===== src/rtl/active_list_ctrl.sv =====
// In-order active list: allocates at rename, marks completion from MEM/WB, retires at head,
// and on a mispredict walks younger entries back youngest-first, freeing and restoring mappings.
module active_list_ctrl #(
  parameter int REG_ADDR_WIDTH  = 5,
  parameter int FREE_LIST_WIDTH = 3
) (
  input  logic                        i_Clk,
  input  logic                        i_Reset,
  input  logic                        i_Alloc_Valid,
  input  logic                        i_Alloc_Writes,
  input  logic [REG_ADDR_WIDTH-1:0]   i_Alloc_VAddr,
  input  logic [REG_ADDR_WIDTH:0]     i_Alloc_PAddr,
  input  logic [REG_ADDR_WIDTH:0]     i_Alloc_Old_PAddr,
  output logic                        o_Alloc_Ready,
  output logic [FREE_LIST_WIDTH-1:0]  o_Alloc_Index,
  input  logic                        i_WB_Valid,
  input  logic [FREE_LIST_WIDTH-1:0]  i_WB_Index,
  input  logic                        i_WB_Mispredict,
  output logic                        o_Commit_Valid,
  output logic [REG_ADDR_WIDTH-1:0]   o_Commit_VAddr,
  output logic [REG_ADDR_WIDTH:0]     o_Commit_PAddr,
  output logic                        o_Free_Valid,
  output logic [REG_ADDR_WIDTH:0]     o_Free_PAddr,
  output logic                        o_Restore_Valid,
  output logic [REG_ADDR_WIDTH-1:0]   o_Restore_VAddr,
  output logic [REG_ADDR_WIDTH:0]     o_Restore_PAddr,
  output logic                        o_Flush,
  output logic [FREE_LIST_WIDTH:0]    o_Count
);
  localparam int DEPTH = 1 << FREE_LIST_WIDTH;
  localparam int VW    = REG_ADDR_WIDTH;
  localparam int PW    = REG_ADDR_WIDTH + 1;
  localparam int IW    = FREE_LIST_WIDTH;

  typedef struct packed {
    logic          writes;
    logic [VW-1:0] vaddr;
    logic [PW-1:0] paddr;
    logic [PW-1:0] old_paddr;
  } ent_t;

  typedef enum logic {RUN, ROLLBACK} state_t;

  state_t           state, state_nxt;
  ent_t             ent [DEPTH];
  logic [DEPTH-1:0] vld, done;
  logic [IW-1:0]    head, tail, br_idx, tail_m1;
  logic [IW:0]      count;
  logic             alloc_go, wb_hit, commit_go, mispredict, rb_done, squash;
  ent_t             head_e, tail_e;

  assign tail_m1       = tail - 1'b1;
  assign head_e        = ent[head];
  assign tail_e        = ent[tail_m1];
  assign o_Alloc_Ready = (state == RUN) && (count < (IW+1)'(DEPTH));
  assign o_Alloc_Index = tail;
  assign o_Count       = count;

  assign alloc_go   = i_Alloc_Valid && o_Alloc_Ready;
  assign wb_hit     = (state == RUN) && i_WB_Valid && vld[i_WB_Index];
  assign commit_go  = (state == RUN) && vld[head] && done[head];
  assign mispredict = wb_hit && i_WB_Mispredict;
  // The branch itself stays allocated; the walk stops once it is the youngest entry.
  assign rb_done    = (state == ROLLBACK) && (tail_m1 == br_idx);
  assign squash     = (state == ROLLBACK) && !rb_done;

  always_comb begin
    state_nxt = state;
    case (state)
      RUN:      if (mispredict) state_nxt = ROLLBACK;
      ROLLBACK: if (rb_done)    state_nxt = RUN;
      default:  state_nxt = RUN;
    endcase
  end

  always_ff @(posedge i_Clk) begin
    if (i_Reset) state <= RUN;
    else         state <= state_nxt;
  end

  // Entry payload is qualified by vld, so it needs no reset.
  always_ff @(posedge i_Clk) begin
    if (alloc_go)
      ent[tail] <= '{writes: i_Alloc_Writes, vaddr: i_Alloc_VAddr,
                     paddr: i_Alloc_PAddr, old_paddr: i_Alloc_Old_PAddr};
  end

  always_ff @(posedge i_Clk) begin
    if (i_Reset) begin
      head            <= '0;
      tail            <= '0;
      count           <= '0;
      br_idx          <= '0;
      vld             <= '0;
      done            <= '0;
      o_Commit_Valid  <= 1'b0;
      o_Commit_VAddr  <= '0;
      o_Commit_PAddr  <= '0;
      o_Free_Valid    <= 1'b0;
      o_Free_PAddr    <= '0;
      o_Restore_Valid <= 1'b0;
      o_Restore_VAddr <= '0;
      o_Restore_PAddr <= '0;
      o_Flush         <= 1'b0;
    end else begin
      o_Commit_Valid  <= 1'b0;
      o_Free_Valid    <= 1'b0;
      o_Restore_Valid <= 1'b0;

      if (wb_hit) done[i_WB_Index] <= 1'b1;
      if (mispredict) begin
        br_idx  <= i_WB_Index;
        o_Flush <= 1'b1;
      end
      if (rb_done) o_Flush <= 1'b0;

      if (commit_go) begin
        vld[head]      <= 1'b0;
        head           <= head + 1'b1;
        o_Commit_Valid <= 1'b1;
        o_Commit_VAddr <= head_e.vaddr;
        o_Commit_PAddr <= head_e.paddr;
        if (head_e.writes) begin
          o_Free_Valid <= 1'b1;
          o_Free_PAddr <= head_e.old_paddr;
        end
      end

      // Allocation comes after completion so a stale done bit at tail is cleared.
      if (alloc_go) begin
        vld[tail]  <= 1'b1;
        done[tail] <= 1'b0;
        tail       <= tail + 1'b1;
      end

      if (squash) begin
        vld[tail_m1] <= 1'b0;
        tail         <= tail_m1;
        if (tail_e.writes) begin
          o_Free_Valid    <= 1'b1;
          o_Free_PAddr    <= tail_e.paddr;
          o_Restore_Valid <= 1'b1;
          o_Restore_VAddr <= tail_e.vaddr;
          o_Restore_PAddr <= tail_e.old_paddr;
        end
      end

      count <= count + (IW+1)'(alloc_go) - (IW+1)'(commit_go) - (IW+1)'(squash);
    end
  end
endmodule


===== config.mk =====
export PLATFORM = sky130hd
export DESIGN_NAME = active_list_ctrl
export DESIGN_NICKNAME = d
export VERILOG_FILES = /design/src/rtl/active_list_ctrl.sv
export SDC_FILE = /design/constraint.sdc
export NUM_CORES = 1
export LEC_CHECK = 0
export ABC_AREA = 0
export CORE_ASPECT_RATIO = 0.8
export CORE_MARGIN = 1.5
export CORE_UTILIZATION = 55
export CTS_CLUSTER_DIAMETER = 80
export DETAILED_ROUTE_END_ITERATION = 6
export PLACE_DENSITY = 0.77
export SYNTH_ARGS = -nofsm -noshare
export SYNTH_HDL_FRONTEND = slang
export SYNTH_SLANG_ARGS = --single-unit
export TNS_END_PERCENT = 100

===== constraint.sdc =====
create_clock -name i_Clk -period 4.41 [get_ports i_Clk]
set_clock_uncertainty 0.1 [all_clocks]
set_input_delay 0.882 -clock i_Clk [delete_from_list [all_inputs] [get_ports i_Clk]]
set_output_delay 0.882 -clock i_Clk [all_outputs]
set_load 0.01 [all_outputs]

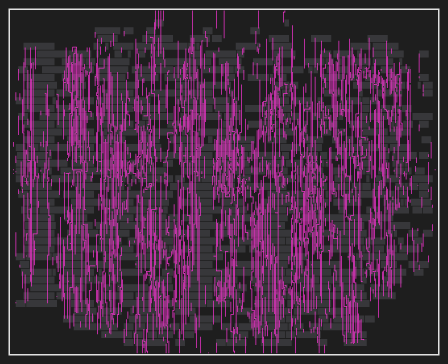
met2.png
Cells faint in the background.
nets with wire on the layer: 680
longest straight run: 72.4 µm
share of all routed wire: 48%
met2 Use GR: 42.1%
wire length after detailed routing: 23.0 mm
vias: 6138

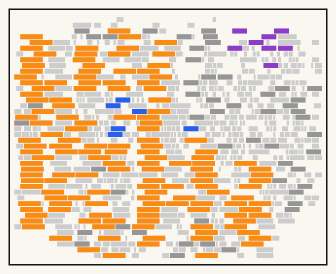
registers.png
Other sequential cells in the stronger grey, the rest of the logic in the fainter grey.
[`ent`] orange | flops: 144 | where: spread over the die
[`o_Free_PAddr`] blue | flops: 6
[`done`] purple | flops: 8 | where: upper right
not coloured: 51
FF+latch area: 5630 µm²
final core utilization: 66.3%
P_seq: 2.23 mW
sequential share of cell area: 51.0%

==> impl_metrics.csv <==
group,metric,value,unit
global_route,busiest_layer,"met2",
placed_design,dp_hpwl,14.6,mm
detailed_routing,drt_iter0_drc,538,
global_route,grt_pass1_wl,35.6,mm
hold_path,min-delay-start,"o_Flush",
timing,holdWs,396,ps
synthesis,common_cells,"144 x edfxtp_1, 65 x dfxtp_1, 60 x nor2_1",
placed_design,placed_area,10400,µm²
detailed_routing,routed.top_layer,"met4",
cells_and_area,stdcell_area,11000,µm²
timing,fin_crit_sh,82.6,%
cells_and_area,synthToLayoutAreaGrowth,17.2,%
worst_setup_path,end_kind,"register",
detailed_routing,ant_nets,0,
worst_setup_path,rr_startpoint,"o_Alloc_Index[1]",
cts,cts_tree,"done",
synthesis,largest_area_cell,"edfxtp_1",
cts,clock_sinks,209,
worst_setup_path,worstRegToRegCells,16,
synthesis,synth-edff-count,144,
cts,clkTransAtPathRegs,60,ps
outcome,status,"finished clean",
power,p_sw_share,26.2,%
power,clkPwrFrac,36.4,%
synthesis,synth_cell_type_count,56,
timing,slew_violations,0,
worst_setup_path,crit_path_start_kind,"register",
power,p_leak,3.57,nW
hold_path,hold_end,"o_Flush",
cts,cts_buffer_depth,3,
detailed_routing,wl_met1,9.63,mm
placed_design,dp_slack,811,ps
synthesis,top_cell,"edfxtp_1",
timing,slew_headroom,25.4,%
detailed_routing,wl_met3,1.98,mm
worst_setup_path,setup.worst_path.start,"o_Alloc_Index[1]",
worst_setup_path,crit_path_cell_trace,"inv_1 > ha_2 > xor2_1 > nand2_1 > o21a_1 > or2_2 > ha_1 > nor2b_1 > ha_1 > inv_1 > ha_1 > inv_1 > fa_1 > xor2_1 > xnor2_1 > nor2_1",
floorplanning,ios,66,
worst_setup_path,required,4650,ps
synthesis,synth_area,9430,µm²
worst_setup_path,crit_cells,16,
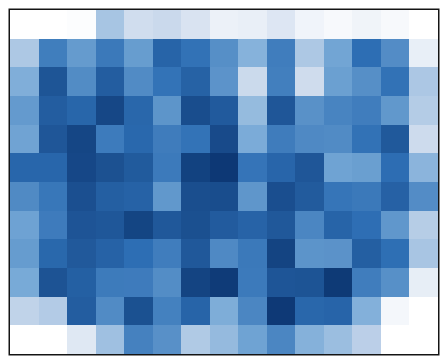
density.png
15 x 12 tiles, from white (low) to dark blue (high), 0 to 100% covered.
mean over tiles: 60%
tiles over 75% full: 35%
nearly empty tiles: 5.0%
Init Core Util: 56.6%
Std-Cell Core Area: 16700 µm²

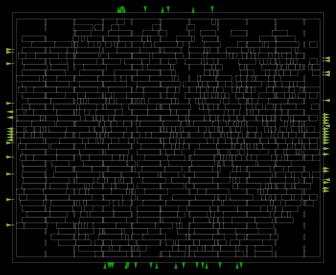
final_placement.png
fillers: 1147
number of sequential cells: 209
num rows: 42
fin cells: 959
tap cell count: 220

## flip-flops by register name, summed over array words and instances, names as in the netlist, named ones only
register / count
br_idx: 3
o_Commit_Valid: 1
vld: 8
o_Restore_VAddr: 5
o_Restore_Valid: 1
o_Flush: 1
o_Free_Valid: 1
o_Restore_PAddr: 6
o_Commit_VAddr: 5
o_Free_PAddr: 6
done: 8
head: 3
o_Commit_PAddr: 6
o_Alloc_Index: 3
o_Count: 4
ent: 144
state: 1
## cells in the final DEF (no fill, tap or decap), drive strengths merged, types with 28 or more instances in the layout
cell           synthesis  routed
a21oi                 33      33
dfxtp                 65      65
clkbuf                21      28
nor2                  60      60
clkdlybuf4s50          0      64
mux2i                 40      40
nand2                 41      41
buf                   27      28
edfxtp               144     144
mux4                  58      58
## layout make-up
type | instances | area, µm²
well taps | 220 | 275
flip-flops and latches | 209 | 5630
inverters | 8 | 30.0
clock buffers | 28 | 582
fillers | 1147 | 5610
repair buffers | 92 | 848
clock inverters | 10 | 86.3
multi-input cells | 392 | 3600
## kinds of logic (layout without fill, tap and decap cells)
group | Yosys count | in the layout | synth area share [%]
DFF | 209 | 209 | 59.7
AOI/OAI and AO/OA | 108 | 108 | 8.31
buffers and inverters | 56 | 138 | 2.77
and+or+nand+nor | 160 | 160 | 8.04
adders and majority gates | 8 | 8 | 1.14
muxes | 106 | 106 | 19.1
xor gates and xnor gates | 10 | 10 | 1.01
## power by group through the flow
stage	clock, mW	combinational, mW	sequential [mW]
5_1_grt	1.82	0.852	2.23
6_report	1.73	0.793	2.23
2_1_floorplan	0	0.535	2.26
3_5_place_dp	0	0.782	2.27
3_3_place_gp	0	0.765	2.26
4_1_cts	1.74	0.790	2.23
Power and IR drop assume default switching activity.
